$ cat config.mk
export PLATFORM = sky130hd
export DESIGN_NAME = shift_add_multiplier_flat
export DESIGN_NICKNAME = d
export VERILOG_FILES = /design/src/rtl/shift_add_multiplier_pkg.sv /design/src/rtl/shift_add_multiplier_if.sv /design/src/rtl/shift_add_multiplier_cond_adder.sv /design/src/rtl/shift_add_multiplier.sv /design/src/flat_wrapper.sv
export SDC_FILE = /design/constraint.sdc
export NUM_CORES = 1
export LEC_CHECK = 0
export ABC_CLOCK_PERIOD_IN_PS = 4700
export CAP_MARGIN = 10
export CORE_MARGIN = 8
export CORE_UTILIZATION = 56
export DETAILED_ROUTE_END_ITERATION = 8
export GPL_ROUTABILITY_DRIVEN = 0
export GPL_TIMING_DRIVEN = 0
export PLACE_DENSITY = 0.9
export SYNTH_ARGS = -nofsm -noshare
export SYNTH_HDL_FRONTEND = slang
export SYNTH_SLANG_ARGS = --single-unit
$ cat constraint.sdc
create_clock -name clock -period 4.7 [get_ports clock]
set_clock_uncertainty 0.2 [all_clocks]
set_input_delay 1.175 -clock clock [delete_from_list [all_inputs] [get_ports clock]]
set_output_delay 1.175 -clock clock [all_outputs]
set_load 0.01 [all_outputs]
$ cat src/rtl/shift_add_multiplier_pkg.sv
// Shared types and constants for the shift-add multiplier; no logic, no latency.
// State encoding, default operand width and iteration-counter sizing.
package shift_add_multiplier_pkg;

    typedef enum logic [1:0] {
        ST_IDLE = 2'd0,
        ST_RUN  = 2'd1,
        ST_DONE = 2'd2
    } state_e;

    localparam int DEFAULT_WIDTH = 8;

    // Counter must be able to represent WIDTH itself.
    function automatic int cnt_width(input int width);
        return $clog2(width + 1);
    endfunction

endpackage

$ cat src/rtl/shift_add_multiplier_if.sv
// Operand/result bundle for the shift-add multiplier; combinational wiring only.
// No backpressure: start is simply ignored while the multiplier is busy.
interface shift_add_multiplier_if
    import shift_add_multiplier_pkg::*;
#(
    parameter int WIDTH = DEFAULT_WIDTH
);

    logic                 start;
    logic [WIDTH-1:0]     a;
    logic [WIDTH-1:0]     b;
    logic                 busy;
    logic                 done;
    logic [2*WIDTH-1:0]   product;

    modport master (
        output start,
        output a,
        output b,
        input  busy,
        input  done,
        input  product
    );

    modport slave (
        input  start,
        input  a,
        input  b,
        output busy,
        output done,
        output product
    );

endinterface

$ cat src/rtl/shift_add_multiplier_cond_adder.sv
// Conditional adder: sum = acc_hi + (en ? mcand : 0) with carry-out; purely combinational.
// No backpressure; result valid in the same cycle as the inputs.
module cond_adder
    import shift_add_multiplier_pkg::*;
#(
    parameter int WIDTH = DEFAULT_WIDTH
) (
    input  logic [WIDTH-1:0] acc_hi,
    input  logic [WIDTH-1:0] mcand,
    input  logic             en,
    output logic [WIDTH:0]   sum
);

    logic [WIDTH-1:0] addend;

    assign addend = en ? mcand : '0;
    assign sum    = {1'b0, acc_hi} + {1'b0, addend};

endmodule

$ cat src/rtl/shift_add_multiplier.sv
// Iterative unsigned shift-add multiplier; product valid WIDTH cycles after start is taken.
// No backpressure: start is ignored in RUN, honoured in IDLE and DONE (back-to-back).
module shift_add_multiplier
    import shift_add_multiplier_pkg::*;
#(
    parameter int WIDTH = DEFAULT_WIDTH
) (
    input  logic                   clock,
    input  logic                   reset,
    shift_add_multiplier_if.slave  mul_if
);

    localparam int               CNT_W    = cnt_width(WIDTH);
    localparam logic [CNT_W-1:0] LAST_CNT = CNT_W'(WIDTH - 1);
    localparam logic [CNT_W-1:0] CNT_ONE  = CNT_W'(1);

    state_e               state_q,   state_d;
    logic [CNT_W-1:0]     cnt_q,     cnt_d;
    logic [WIDTH-1:0]     mcand_q,   mcand_d;
    logic [WIDTH-1:0]     acc_hi_q,  acc_hi_d;
    logic [WIDTH-1:0]     mplier_q,  mplier_d;
    logic [2*WIDTH-1:0]   product_q, product_d;

    logic [WIDTH:0]       sum;

    cond_adder #(
        .WIDTH (WIDTH)
    ) u_cond_adder (
        .acc_hi (acc_hi_q),
        .mcand  (mcand_q),
        .en     (mplier_q[0]),
        .sum    (sum)
    );

    always_comb begin
        state_d   = state_q;
        cnt_d     = cnt_q;
        mcand_d   = mcand_q;
        acc_hi_d  = acc_hi_q;
        mplier_d  = mplier_q;
        product_d = product_q;

        case (state_q)
            ST_IDLE, ST_DONE: begin
                if (mul_if.start) begin
                    mcand_d  = mul_if.a;
                    mplier_d = mul_if.b;
                    acc_hi_d = '0;
                    cnt_d    = '0;
                    state_d  = ST_RUN;
                end else begin
                    state_d  = ST_IDLE;
                end
            end
            ST_RUN: begin
                // {carry, acc_hi, mplier} >> 1; the vacated multiplier bit is consumed
                acc_hi_d = sum[WIDTH:1];
                mplier_d = {sum[0], mplier_q[WIDTH-1:1]};
                cnt_d    = cnt_q + CNT_ONE;
                if (cnt_q == LAST_CNT) begin
                    product_d = {sum, mplier_q[WIDTH-1:1]};
                    state_d   = ST_DONE;
                end
            end
            default: begin
                state_d = ST_IDLE;
            end
        endcase
    end

    always_ff @(posedge clock or negedge reset) begin
        if (!reset) begin
            state_q   <= ST_IDLE;
            cnt_q     <= '0;
            mcand_q   <= '0;
            acc_hi_q  <= '0;
            mplier_q  <= '0;
            product_q <= '0;
        end else begin
            state_q   <= state_d;
            cnt_q     <= cnt_d;
            mcand_q   <= mcand_d;
            acc_hi_q  <= acc_hi_d;
            mplier_q  <= mplier_d;
            product_q <= product_d;
        end
    end

    assign mul_if.busy    = (state_q == ST_RUN);
    assign mul_if.done    = (state_q == ST_DONE);
    assign mul_if.product = product_q;

endmodule

$ cat src/flat_wrapper.sv
// flat-port wrapper written by rule: the top's interface ports become plain ports
module shift_add_multiplier_flat import shift_add_multiplier_pkg::*;
#(
    parameter int WIDTH = DEFAULT_WIDTH
)
  (clock, reset, mul_if_start, mul_if_a, mul_if_b, mul_if_busy, mul_if_done, mul_if_product);
  shift_add_multiplier_if #(.WIDTH(WIDTH)) mul_if_i ();
  input  logic clock;
  input  logic reset;
  input wire logic [$bits(mul_if_i.start)-1:0] mul_if_start;
  input wire logic [$bits(mul_if_i.a)-1:0] mul_if_a;
  input wire logic [$bits(mul_if_i.b)-1:0] mul_if_b;
  output wire logic [$bits(mul_if_i.busy)-1:0] mul_if_busy;
  output wire logic [$bits(mul_if_i.done)-1:0] mul_if_done;
  output wire logic [$bits(mul_if_i.product)-1:0] mul_if_product;
  assign mul_if_i.start = mul_if_start;
  assign mul_if_i.a = mul_if_a;
  assign mul_if_i.b = mul_if_b;
  assign mul_if_busy = mul_if_i.busy;
  assign mul_if_done = mul_if_i.done;
  assign mul_if_product = mul_if_i.product;
  shift_add_multiplier #(.WIDTH(WIDTH)) u_core (.clock(clock), .reset(reset), .mul_if(mul_if_i));
endmodule
Figure 1. Close-up of the layout (run 1).
Window x 27 to 52, y 27 to 52 um. Cells in gray, sequential cells in the stronger gray; small squares are vias.
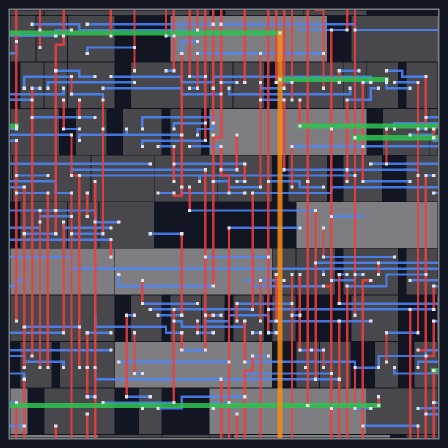
met4 -> orange
met3 -> green
met1 -> blue
met2 -> red
most frequent = dfrtp_1 (7), o21ai_0 (6), nand2_1 (5)
netlist names of flops here include = u_core.acc_hi_q (3), u_core.mul_if.product (2)
cells with their middle in the window = 54
sequential cells in the window = 7

Figure 2. Routing congestion map (run 1).
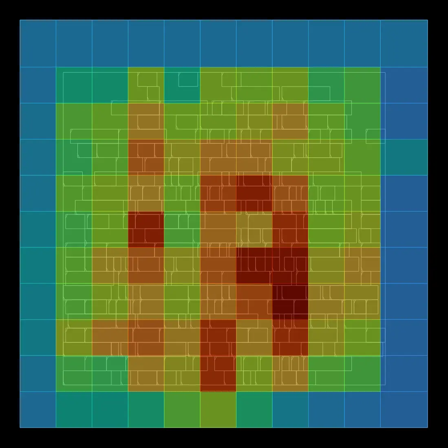
GRT met2 Usage: 0.275
Total GRT Usage: 0.164
busiest grt layer: met2
met3 Use GR: 0.0547

==> results_dict.tcl, run 1 <==
# yosys + openroad results
set metrics [dict create \
    outcome "finished, final reports clean" \
    largest_reg_flops 16 \
    fin_crit_ns 3.60 \
    die_height_um 78.0 \
    lay_top_count "dfrtp_1" \
    switching_share 0.370 \
    arrival_ns 2.22 \
    area_leaders "dfrtp_1, mux2_2, ha_1" \
    largest_cell_class "registers" \
    warnings 26 \
    reg2reg_from "u_core.mplier_q[0]" \
    ir_worst_vdd_uv 456 \
    top_power_group "combinational cells" \
    p_int_mw 1.17 \
    comb_area_share 0.356 \
    ys_sh_adder 0.0616 \
    cts_tree "built" \
    cp-start-kind "register" \
    cts.path.max_buffers 2 \
    worst-path-stages 5 \
    cts_htree_levels 2 \
    seq_share 0.427 \
    path_cells "nand2b_1, buf_2, inv_1, clkbuf_1, clkdlybuf4s50_1" \
    buffer_area_frac 0.153 \
    ff_count 46 \
    p_per_area_mw_per_mm2 690 \
    antenna_found_initial 0 \
    antenna_cells 0 \
    grtUsageMet1 0.188 \
    register_area_mm2 0.00115 \
    pg_clk_mw 0.267 \
    cts_sinks 46 \
    die_x_um 78.0 \
    num-multi-input-gates 127 \
    cts_root_buf "clkbuf_8" \
    grt_overflow_total 0 \
    met2_length_um 2510 \
    drt_iter0_drc 74 \
    synthCells 182 \
    drc_errors 0 \
    synthTopCellsByCount "dfrtp_1, nand2_1, mux2_2" \
    place_area_mm2 0.00259 \
    pg_seq_mw 0.703 \
    end_kind "output port" \
    syn_avg_cell_area_um2 11.8 \
    power_mw 1.86 \
    comb_power_share 0.478 \
    mux_area_frac 0.111 \
    grt_pass1_wl_um 7910 \
    dr_wl_met3_um 233 \
    startpoint "u_core.state_q[1]" \
    setup-tns-final_ns 0 \
    drive_above_1_share 0.189 \
    fin_area_mm2 0.00270 \
    ant_nets 0 \
    seqPwrFrac 0.378 \
    yosys_most_used_dff "dfrtp_1" \
    synth_cell_types 38 \
    top_cell "dfrtp_1" \
    hold_buffers 0 \
    place_ws_ns 1.44 \
    ys_sh_aoi 0.141 \
    whs_ns 0.303 \
    clkLatencyLatePin_ns 0.30 \
    topCombFamilyByArea "AND-OR/OR-AND gates" \
    min_to "u_core.mcand_q[2]" \
    rsz0062_at_grt "no" \
    rows 22 \
]
Figure 3. Signal wires on met2 (run 1).
(4 px per um)
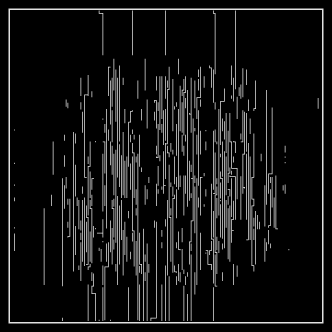
wire length on this layer = 2510 um
share of all routed wire = 52%
DR vias: 1544
wirelength, routed: 4810 um

Figure 4. Where the registers sit (run 1).
(4 px per um) Other sequential cells in the stronger gray, the rest of the logic in the fainter gray.
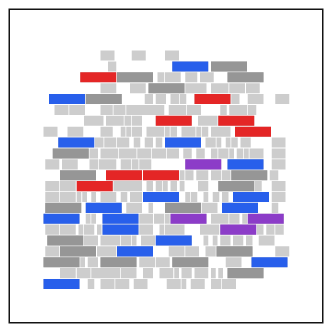

## Run 2: what changed since run 1
ABC_CLOCK_PERIOD_IN_PS = 2950   (was 4700)
CORE_UTILIZATION = 47   (was 56)
PLACE_DENSITY = 0.81   (was 0.9)
clock period = 2.95 ns   (was 4.7 ns; I/O delays follow)
Figure 5. Where the registers sit (run 2).
(4 px per um) Other sequential cells in the stronger gray, the rest of the logic in the fainter gray.
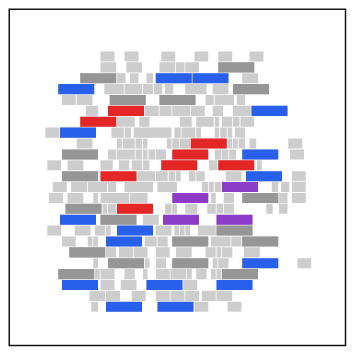
u_core.mul_if.product -> blue  # flops 16
u_core.acc_hi_q -> red  # flops 8, where center
u_core.cnt_q -> purple  # flops 4, where center

Figure 6. Signal wires on met2 (run 2).
(4 px per um)
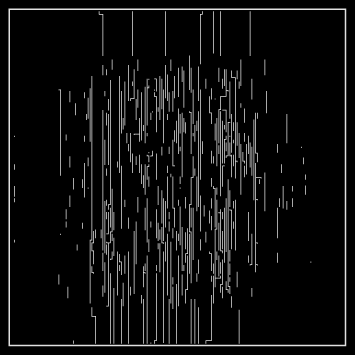
main direction = vertical
longest straight run = 41.0 um
wire length on this layer = 2140 um
nets with wire on the layer = 224
DR vias: 1521
wirelength, routed: 4380 um
GRT met2 Usage: 0.226

==> run 2 against run 1 <==
Against the previous run: synthesized area stayed put; critical path depth decreased by 1; combinational power is 57% higher; first-iteration DRC count is the same; cell count grew 0.73%; total power increased by 53%.
==> results_dict.tcl, run 2 <==
# yosys + openroad results
set metrics [dict create \
    cp-start-kind "register" \
    switching_share 0.365 \
    met2_length_um 2140 \
    grt_overflow_total 0 \
    p_per_area_mw_per_mm2 1070 \
    dr_wl_met3_um 197 \
    ff_count 46 \
    fin_crit_ns 2.79 \
    top_usage_layer "met2" \
    antenna_found_initial 0 \
    ant_nets 0 \
    path_cells "nand2b_1, buf_2, clkinvlp_4, clkdlybuf4s50_1" \
    top_power_group "combinational cells" \
    p_int_mw 1.81 \
    arrival_ns 1.85 \
    setup-tns-final_ns 0 \
    grtUsageMet1 0.145 \
    synth_cell_types 38 \
    die_x_um 83.7 \
    comb_area_share 0.359 \
    topCombFamilyByArea "AND-OR/OR-AND gates" \
    rsz0062_at_grt "no" \
    use_met3 0.0439 \
    reg2reg_from "u_core.mplier_q[0]" \
    ys_sh_adder 0.0616 \
    fin_area_mm2 0.00267 \
    yosys_most_used_dff "dfrtp_1" \
    whs_ns 0.156 \
    drt_iter0_drc 74 \
    area_leaders "dfrtp_1, mux2_2, ha_1" \
    register_area_mm2 0.00115 \
    hold_buffers 0 \
    syn_avg_cell_area_um2 11.8 \
    rows 24 \
    synthTopCellsByCount "dfrtp_1, nand2_1, mux2_2" \
    cts_htree_levels 2 \
    warnings 26 \
    outcome "finished, final reports clean" \
    pg_clk_mw 0.358 \
    clkLatencyLatePin_ns 0.30 \
    pg_seq_mw 1.10 \
    cts_tree "built" \
    grt_use_total 0.132 \
    synthCells 182 \
    end_kind "output port" \
    cts.path.max_buffers 2 \
    ir_worst_vdd_uv 510 \
    startpoint "u_core.state_q[0]" \
    buffer_area_frac 0.153 \
    power_mw 2.85 \
    largest_reg_flops 16 \
    drive_above_1_share 0.182 \
]
Figure 7. Close-up of the layout (run 2).
Window x 29 to 54, y 29 to 54 um. Cells in gray, sequential cells in the stronger gray; small squares are vias.
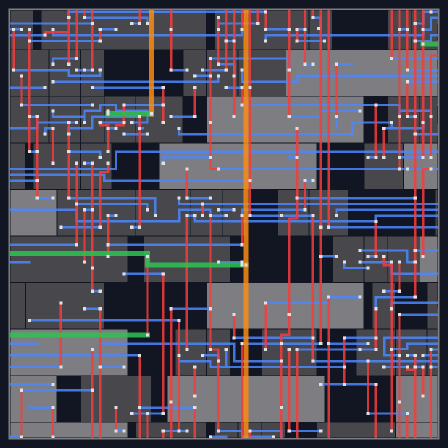
met3 -> green
met1 -> blue
met4 -> orange
met2 -> red
most frequent = o21ai_0 (9), nand2_1 (6), dfrtp_1 (6)
sequential cells in the window = 6
cells with their middle in the window = 47
netlist names of flops here include = u_core.acc_hi_q (4), u_core.cnt_q (2)

Figure 8. Sizing map (run 2).
(6 px per um)
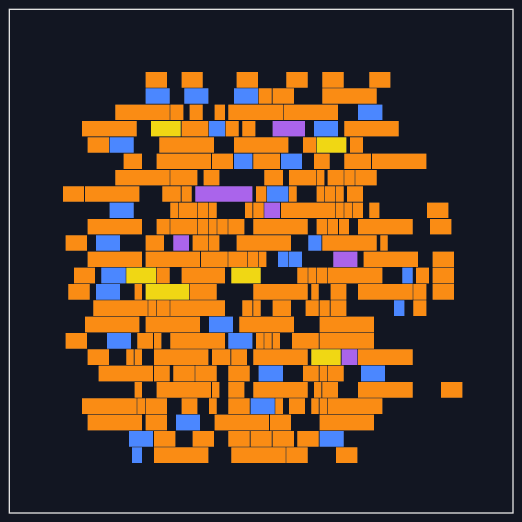

## Run 3: what changed since run 2
--- a/config.mk
+++ b/config.mk
@@ -7,6 +7,6 @@
 export LEC_CHECK = 0
-export ABC_CLOCK_PERIOD_IN_PS = 2950
+export ABC_CLOCK_PERIOD_IN_PS = 2940
 export CAP_MARGIN = 10
 export CORE_MARGIN = 8
-export CORE_UTILIZATION = 47
+export CORE_UTILIZATION = 52
 export DETAILED_ROUTE_END_ITERATION = 8
@@ -14,3 +14,3 @@
 export GPL_TIMING_DRIVEN = 0
-export PLACE_DENSITY = 0.81
+export PLACE_DENSITY = 0.85
 export SYNTH_ARGS = -nofsm -noshare
==> constraint.sdc (replaced) <==
create_clock -name clock -period 2.94 [get_ports clock]
set_clock_uncertainty 0.2 [all_clocks]
set_input_delay 0.735 -clock clock [delete_from_list [all_inputs] [get_ports clock]]
set_output_delay 0.735 -clock clock [all_outputs]
set_load 0.005 [all_outputs]
Figure 9. Sizing map (run 3).
(6 px per um)
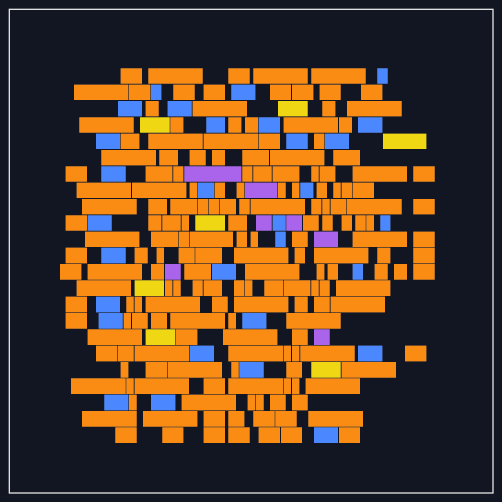
drive 3 to 4 -> purple  # cells 7, share 3.1%
drive 2 -> blue  # cells 30, share 13%
drive 6 and up -> yellow  # cells 7, share 3.1%
drive 1 or less -> orange  # cells 182, share 81%
final setup margin: 0.180 ns
Finished Cell Area: 0.00269 mm2

Figure 10. Signal wires on met2 (run 3).
(4 px per um)
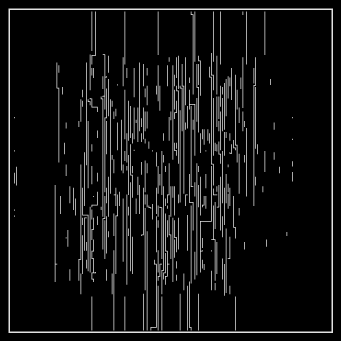
nets with wire on the layer = 220
share of all routed wire = 51%
GRT met2 Usage: 0.244
wirelength, routed: 4480 um
DR vias: 1501

Figure 11. Close-up of the layout (run 3).
Window x 28 to 53, y 28 to 53 um. Cells in gray, sequential cells in the stronger gray; small squares are vias.
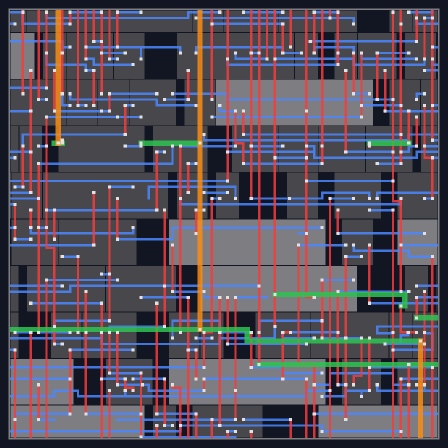
met1 -> blue
met3 -> green
met4 -> orange
met2 -> red
most frequent = nand2_1 (8), o21ai_0 (8), dfrtp_1 (6)
cells with their middle in the window = 56
sequential cells in the window = 6
netlist names of flops here include = u_core.acc_hi_q (3), u_core.cnt_q (3)

==> run 3 against run 2 <==
Against the previous run: sequential cell count stayed put; clock power is 13% higher; first-iteration DRC count increased by 6.8%; sequential share of layout area fell by 0.26 points; critical path depth stayed put; critical endpoint unchanged; largest power group unchanged; highest routed layer unchanged.
==> results_dict.tcl, run 3 <==
# yosys + openroad results
set metrics [dict create \
    outcome "finished, final reports clean" \
    topCombFamilyByArea "AND-OR/OR-AND gates" \
    top_power_group "combinational cells" \
    whs_ns 0.102 \
    synthCells 182 \
    drc_errors 0 \
    top_cell "dfrtp_1" \
    fin_crit_ns 2.76 \
    rsz0062_at_grt "no" \
    synthTopCellsByCount "dfrtp_1, nand2_1, mux2_2" \
    ys_sh_adder 0.0616 \
    yosys_most_used_dff "dfrtp_1" \
    power_mw 2.87 \
    ys_sh_aoi 0.141 \
    warnings 26 \
    grt_use_total 0.152 \
    comb_area_share 0.357 \
    setup-tns-final_ns 0 \
    die_height_um 80.4 \
    largest_reg_flops 16 \
    end_kind "output port" \
    comb_power_share 0.472 \
    seqPwrFrac 0.387 \
    dr_wl_met3_um 196 \
    ir_worst_vdd_uv 523 \
    syn_avg_cell_area_um2 11.8 \
    clkLatencyLatePin_ns 0.31 \
    num-multi-input-gates 127 \
    mux_area_frac 0.111 \
    ff_count 46 \
    cp-start-kind "register" \
    die_x_um 80.4 \
    p_int_mw 1.84 \
    drive_above_1_share 0.195 \
    area_leaders "dfrtp_1, mux2_2, ha_1" \
    place_ws_ns 0.200 \
    reg2reg_from "u_core.mplier_q[0]" \
    place_area_mm2 0.00259 \
    lay_top_count "dfrtp_1" \
    switching_share 0.359 \
    postSynthSeqShare 0.534 \
    seq_share 0.428 \
    wirelength_met1_um 1930 \
    p_per_area_mw_per_mm2 1070 \
    startpoint "u_core.state_q[0]" \
    worst-path-stages 4 \
    antenna_found_initial 0 \
    rows 23 \
    hold_buffers 0 \
    synth_cell_types 38 \
    largest_cell_class "registers" \
    worst_slew_pin_slew_ns 0.462 \
    arrival_ns 1.82 \
    buffer_area_frac 0.152 \
    ys_sh_xor 0.0163 \
    pg_clk_mw 0.403 \
    clock_buffers 6 \
    cts_sinks 46 \
    cts_htree_levels 2 \
    register_area_mm2 0.00115 \
    ant_nets 0 \
    cts_root_buf "clkbuf_8" \
    drt_iter0_drc 79 \
    met2_length_um 2280 \
    cts.path.max_buffers 2 \
]
Power is estimated from default activity; no workload was simulated.
